`src/rtl/alu_op_issue.sv`:
```
// Issue sequencer for the ALU result mux: decodes a MIPS op/funct to a mux select,
// holds it through the execute window, then offers the captured result. Option: ALU_ISSUE_ILLEGAL_TRAP_EN.
module alu_op_issue #(
  parameter int WIDTH        = 32,
  parameter int MULTI_CYCLES = 4
) (
  input  logic             clk,
  input  logic             reset_n,
  input  logic             in_valid,
  output logic             in_ready,
  input  logic [5:0]       op_field,
  input  logic [5:0]       funct,
  output logic [3:0]       alu_sel,
  input  logic [WIDTH:0]   mux_result,
  output logic             res_valid,
  input  logic             res_ready,
  output logic [WIDTH:0]   res_data,
  output logic             illegal,
  output logic [1:0]       state_dbg
);

  // Handshakes: a transfer happens on a rising edge where valid and ready are both high;
  // valid may not depend on ready, and offered data stays stable until the transfer edge.

  typedef enum logic [1:0] {
    IDLE = 2'd0,
    EXEC = 2'd1,
    MC   = 2'd2,
    HOLD = 2'd3
  } state_t;

  localparam logic [3:0] SEL_NONE = 4'hF;
  localparam logic [3:0] SEL_MULT = 4'd10;
  localparam logic [3:0] SEL_DIV  = 4'd11;
  localparam logic [3:0] MC_LOAD  = 4'(MULTI_CYCLES - 1);

  state_t     state;
  logic [3:0] cnt;
  logic [3:0] dec_sel;
  logic [3:0] acc_sel;

  // SEL_NONE is never a real select, so it doubles as the "undecodable" marker.
  always_comb begin
    dec_sel = SEL_NONE;
    case (op_field)
      6'h00: begin
        case (funct)
          6'h20:   dec_sel = 4'd0;
          6'h22:   dec_sel = 4'd1;
          6'h24:   dec_sel = 4'd2;
          6'h25:   dec_sel = 4'd3;
          6'h26:   dec_sel = 4'd4;
          6'h27:   dec_sel = 4'd5;
          6'h2A:   dec_sel = 4'd6;
          6'h00:   dec_sel = 4'd7;
          6'h02:   dec_sel = 4'd8;
          6'h03:   dec_sel = 4'd9;
          6'h18:   dec_sel = SEL_MULT;
          6'h1A:   dec_sel = SEL_DIV;
          default: dec_sel = SEL_NONE;
        endcase
      end
      6'h08:   dec_sel = 4'd0;
      6'h0C:   dec_sel = 4'd2;
      6'h0D:   dec_sel = 4'd3;
      6'h0E:   dec_sel = 4'd4;
      6'h0A:   dec_sel = 4'd6;
      6'h0F:   dec_sel = 4'd12;
      default: dec_sel = SEL_NONE;
    endcase
  end

  // Undecodable ops fall back to add when they are not trapped.
  assign acc_sel   = (dec_sel == SEL_NONE) ? 4'd0 : dec_sel;
  assign in_ready  = (state == IDLE);
  assign state_dbg = state;

`ifdef ALU_ISSUE_ILLEGAL_TRAP_EN
  logic illegal_q;
  assign illegal = illegal_q;
`else
  assign illegal = 1'b0;
`endif

  always_ff @(posedge clk or negedge reset_n) begin
    if (!reset_n) begin
      state     <= IDLE;
      cnt       <= 4'd0;
      alu_sel   <= SEL_NONE;
      res_valid <= 1'b0;
      res_data  <= '0;
`ifdef ALU_ISSUE_ILLEGAL_TRAP_EN
      illegal_q <= 1'b0;
`endif
    end else begin
`ifdef ALU_ISSUE_ILLEGAL_TRAP_EN
      illegal_q <= 1'b0;
`endif
      case (state)
        IDLE: begin
          if (in_valid) begin
`ifdef ALU_ISSUE_ILLEGAL_TRAP_EN
            if (dec_sel == SEL_NONE) begin
              illegal_q <= 1'b1;
            end else
`endif
            begin
              alu_sel <= acc_sel;
              if (acc_sel == SEL_MULT || acc_sel == SEL_DIV) begin
                cnt   <= MC_LOAD;
                state <= MC;
              end else begin
                state <= EXEC;
              end
            end
          end
        end
        EXEC: begin
          res_data  <= mux_result;
          res_valid <= 1'b1;
          state     <= HOLD;
        end
        MC: begin
          if (cnt == 4'd0) begin
            res_data  <= mux_result;
            res_valid <= 1'b1;
            state     <= HOLD;
          end else begin
            cnt <= cnt - 4'd1;
          end
        end
        HOLD: begin
          if (res_ready) begin
            res_valid <= 1'b0;
            alu_sel   <= SEL_NONE;
            state     <= IDLE;
          end
        end
        default: state <= IDLE;
      endcase
    end
  end

endmodule

```
`config.mk`:
```
export PLATFORM = sky130hd
export DESIGN_NAME = alu_op_issue
export DESIGN_NICKNAME = d
export VERILOG_FILES = /design/src/rtl/alu_op_issue.sv
export SDC_FILE = /design/constraint.sdc
export NUM_CORES = 1
export LEC_CHECK = 0
export CAP_MARGIN = 20
export CORE_UTILIZATION = 30
export CTS_CLUSTER_DIAMETER = 40
export DETAILED_ROUTE_END_ITERATION = 6
export HOLD_SLACK_MARGIN = 0.06
export SYNTH_ARGS = -nofsm -noshare
export SYNTH_HDL_FRONTEND = slang
export SYNTH_SLANG_ARGS = --single-unit
```
`constraint.sdc`:
```
create_clock -name clk -period 2.1 [get_ports clk]
set_input_delay 0.63 -clock clk [delete_from_list [all_inputs] [get_ports clk]]
set_output_delay 0.63 -clock clk [all_outputs]
set_load 0.1 [all_outputs]
```
Fig. 1: run 1, sequential cells colored by netlist name
Bar = 20 microns. Other sequential cells in the stronger gray, the rest of the logic in the fainter gray.
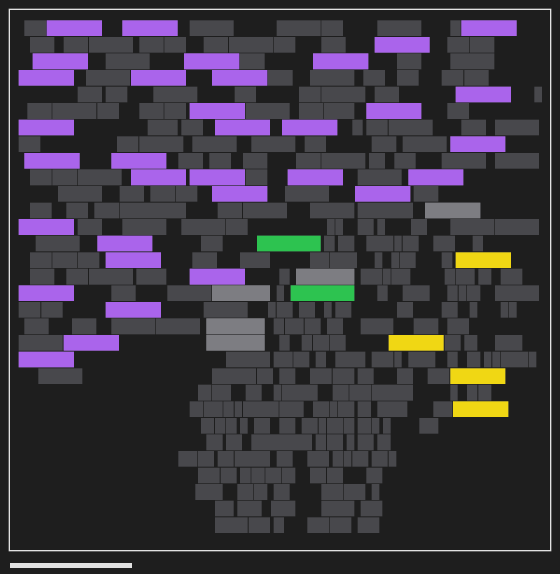
Yellow stands for cnt, placed flops 4. Purple stands for res_data, placed flops 33. Green stands for state_dbg, placed flops 2.
Another 5 sequential cells are not colored.

Fig. 2: run 1, drive-strength map
Bar = 20 microns.
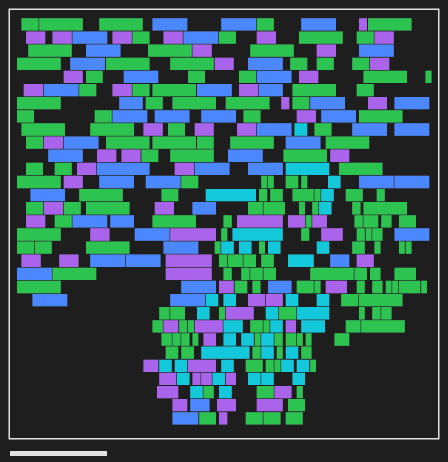
Blue stands for _6 and larger, cells 52, share 16%. Green stands for _0 and _1 cells, cells 166, share 52%. Cyan stands for _3 and _4 cells, cells 40, share 12%. Purple stands for _2 cells, cells 64, share 20%.

==> metrics.cfg, run 1 <==
[global_routing]
antenna_found_initial=0
grt_max_degree=34
grt_most_used_layer=met2
grt.met3_usage=0.0429
grt_pass1_vias=2049
overflow=0
use_met1=0.187
use_met2=0.267

[synth]
ys_area_sq_um=2250
ff_type=dfrtp_1
syn-cell-area_sq_um=2250
largest_area_cell=dfrtp_1
seq_area_frac_synth=0.491
ys_ff=44
synth_top_cell_by_count=dfrtp_1
yosys_warnings=0
edf_count=0
synth_top_area_share=0.444
synth-async-reset-ratio=1.00

[sta]
setup_violations=5
whs_ns=0.292
fin_skew_ns=0.00398
worst_slew_pin_slew_ns=0.531
min_period_over_period=1.12
setup_slack_ns=-0.244

[status]
violations=setup timing
status=finished with violations

[placed_design]
dp_cells=408
placed_area_sq_um=3910

[detailed_routing]
drc=0
wirelength_microns=6140
ant_nets=0
avgRoutedWirePerCell_microns=14.6
routed.top_layer=met4

[clocking]
numCtsBuffers=5
cts.sinks=44
root_buffer=clkbuf_8

[critical_path]
endpoint=cnt[2]$_DFFE_PN0P_
cpPeakStageDelay_ns=0.59
crit_start=funct[2]
cp.depth=7
path_buffers=1
r2r-start=state_dbg[0]$_DFFE_PN0P_
reg2reg_to=alu_sel[0]$_DFFE_PN1P_
cp_max_fo=5

[final_layout]
final_cells=421
logic_gates=135
final_area_sq_um=4140
sh_comb_area=0.283
n_clock_buffer=5
clock_area_frac=0.0269
num-fill-cells=617
final_core_util=0.571
area_delta_synth_final_pct=83.9
final_cell_mix=43 x buf_12, 41 x clkdlybuf4s50_1, 38 x dfrtp_1, 33 x mux2_2, 31 x buf_4
buffer_area_frac=0.381
inverters=12
design.seq.count=44
n_all_buffers=123

[die]
die.size.y_microns=88.7
tapCellCount=99

[flow_run]
drv_cap=0

Fig. 3: run 1, wiring heat map
The die is cut into 18 by 18 equal tiles; dark blue is low, red is high, scaled to the fullest tile. Values are wire area over tile area, all layers added.
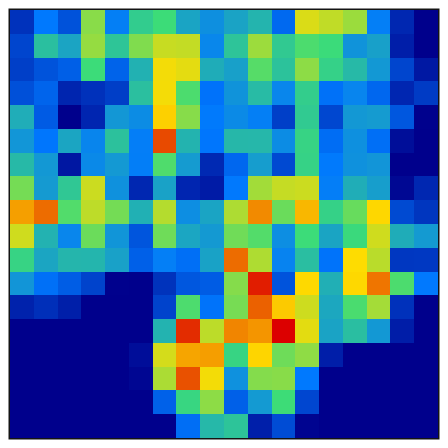
The fullest tile reaches 0.38. The mean over all tiles is 0.12. The emptiest ninth of the die: south-west.

==> run 1: cell families (layout without fill, tap and decap cells) <==
logic type               count (synthesis)  in the layout  share of synthesized area
flip-flops                              44             44                      0.491
adder cells (fa/ha/maj)                  5              5                     0.0278
multiplexers                            34             34                      0.170
AND/OR/NAND/NOR                         54             54                      0.139
AND-OR/OR-AND                           40             40                      0.127
buffers and inverters                   21            143                     0.0405
other                                    1              1                    0.00166
XOR/XNOR                                 1              1                    0.00389
==> run 1: sequential cells by signal, indices dropped and copies added (netlist names) <==
register / cells
res_data: 33
alu_sel: 4
cnt: 4
state_dbg: 2
res_valid: 1
==> run 1: timing repair <==
action / in CTS / in global routing
buffers inserted: 2 / 3
setup endpoints to repair: 10 / 11
resized: 40 / 5
pin swaps: 7 / 10
hold buffers: 0 / 0
Fig. 4: run 1, placed standard cells
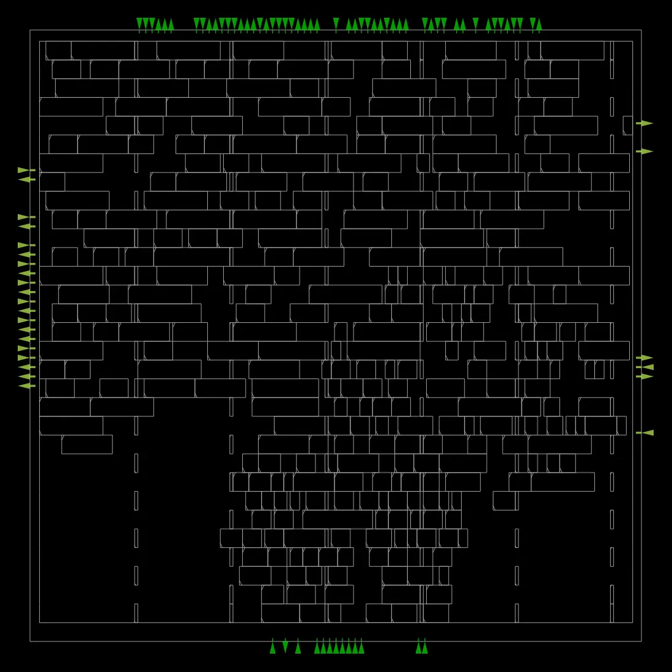

==> inputs of run 2 (changes only) <==
clock period = 2 ns   (was 2.1 ns; I/O delays follow)
Fig. 5: run 2, placed standard cells
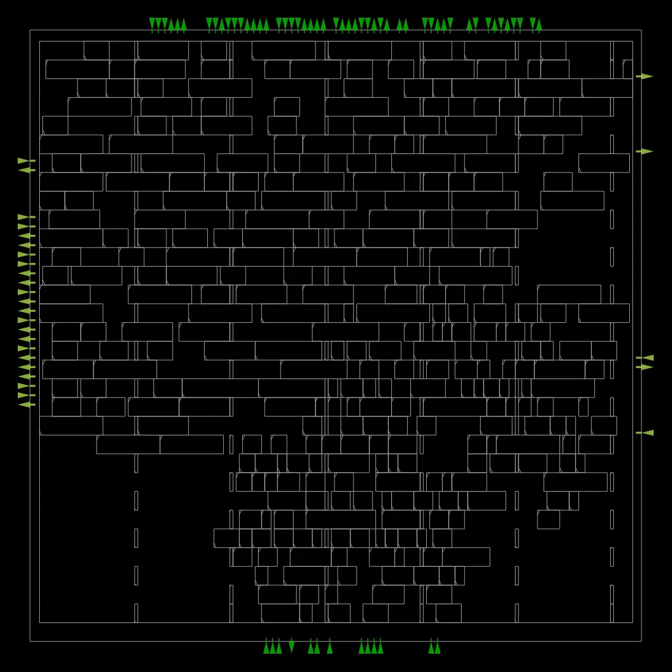
Final Non-Filler Cells: 425
fin util: 0.583
sequential fraction of total cell area: 0.263
FFs & Latches: 44
row cnt: 31

Fig. 6: run 2, wiring heat map
The die is cut into 18 by 18 equal tiles; dark blue is low, red is high, scaled to the fullest tile. Values are wire area over tile area, all layers added.
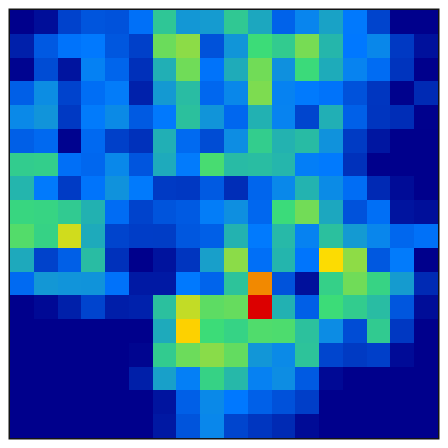
The emptiest ninth of the die: south-west. 8.0% of the tiles are over half the peak. The mean over all tiles is 0.12. The fullest tile reaches 0.54.

==> metrics.cfg, run 2 <==
[sta]
setup_slack_ns=-0.245  ; was -0.244 ns
fin_skew_ns=0.00922  ; was 0.00398 ns
setup_violations=4  ; was 5

[detailed_routing]
drc=0  ; unchanged
routed.top_layer=met4  ; unchanged
ant_nets=0  ; unchanged
wirelength_microns=6140  ; about the same

[final_layout]
area_delta_synth_final_pct=87.6  ; was 83.9%
clock_area_frac=0.0299  ; was 0.0269
reg_top3=res_data: 33 flops, alu_sel: 4 flops, cnt: 4 flops  ; unchanged
inverters=12  ; unchanged
regMostFlops=res_data  ; unchanged
buffer_area_frac=0.377  ; was 0.381
largest_register_ffs=33  ; unchanged
logic_gates=135  ; unchanged
n_all_buffers=127  ; was 123

[global_routing]
grt_most_used_layer=met2  ; unchanged
use_met1=0.185  ; was 0.187
grt.met3_usage=0.0541  ; was 0.0429
overflow=0  ; unchanged

[critical_path]
crit_start=funct[2]  ; unchanged
endpoint=cnt[2]$_DFFE_PN0P_  ; unchanged
reg2reg_to=res_data[30]$_DFFE_PN0P_  ; was alu_sel[0]$_DFFE_PN1P_
cpPeakStageDelay_ns=0.54  ; was 0.59 ns

[die]
die.size.y_microns=88.7  ; unchanged
tapCellCount=99  ; unchanged

[clocking]
root_buffer=clkbuf_8  ; unchanged
numCtsBuffers=5  ; unchanged

[synth]
synth_top_cell_by_count=dfrtp_1  ; unchanged
seq_area_frac_synth=0.491  ; unchanged
ff_type=dfrtp_1  ; unchanged
ys_sh_aoi=0.127  ; unchanged
top_logic_kind=multiplexers  ; unchanged
ys_ff=44  ; unchanged
ys_sh_simple=0.139  ; unchanged
synthXorXnorAreaFrac=0.00389  ; unchanged

[placed_design]
dp_cells=411  ; was 408

[status]
status=finished with violations  ; unchanged
violations=setup timing  ; unchanged

==> run 2: through the flow <==
| stage | TNS (ns) | util | hold WS (ns) |
|---|---|---|---|
| 2_1_floorplan | -1.99 | - | 0.304 |
| 3_3_place_gp | -8.07 | 0.543 | 0.517 |
| 3_5_place_dp | -8.10 | 0.543 | 0.519 |
| 4_1_cts | -1.02 | 0.574 | 0.222 |
| 5_1_grt | -1.19 | 0.583 | 0.227 |
| 6_report | -0.884 | 0.583 | 0.213 |
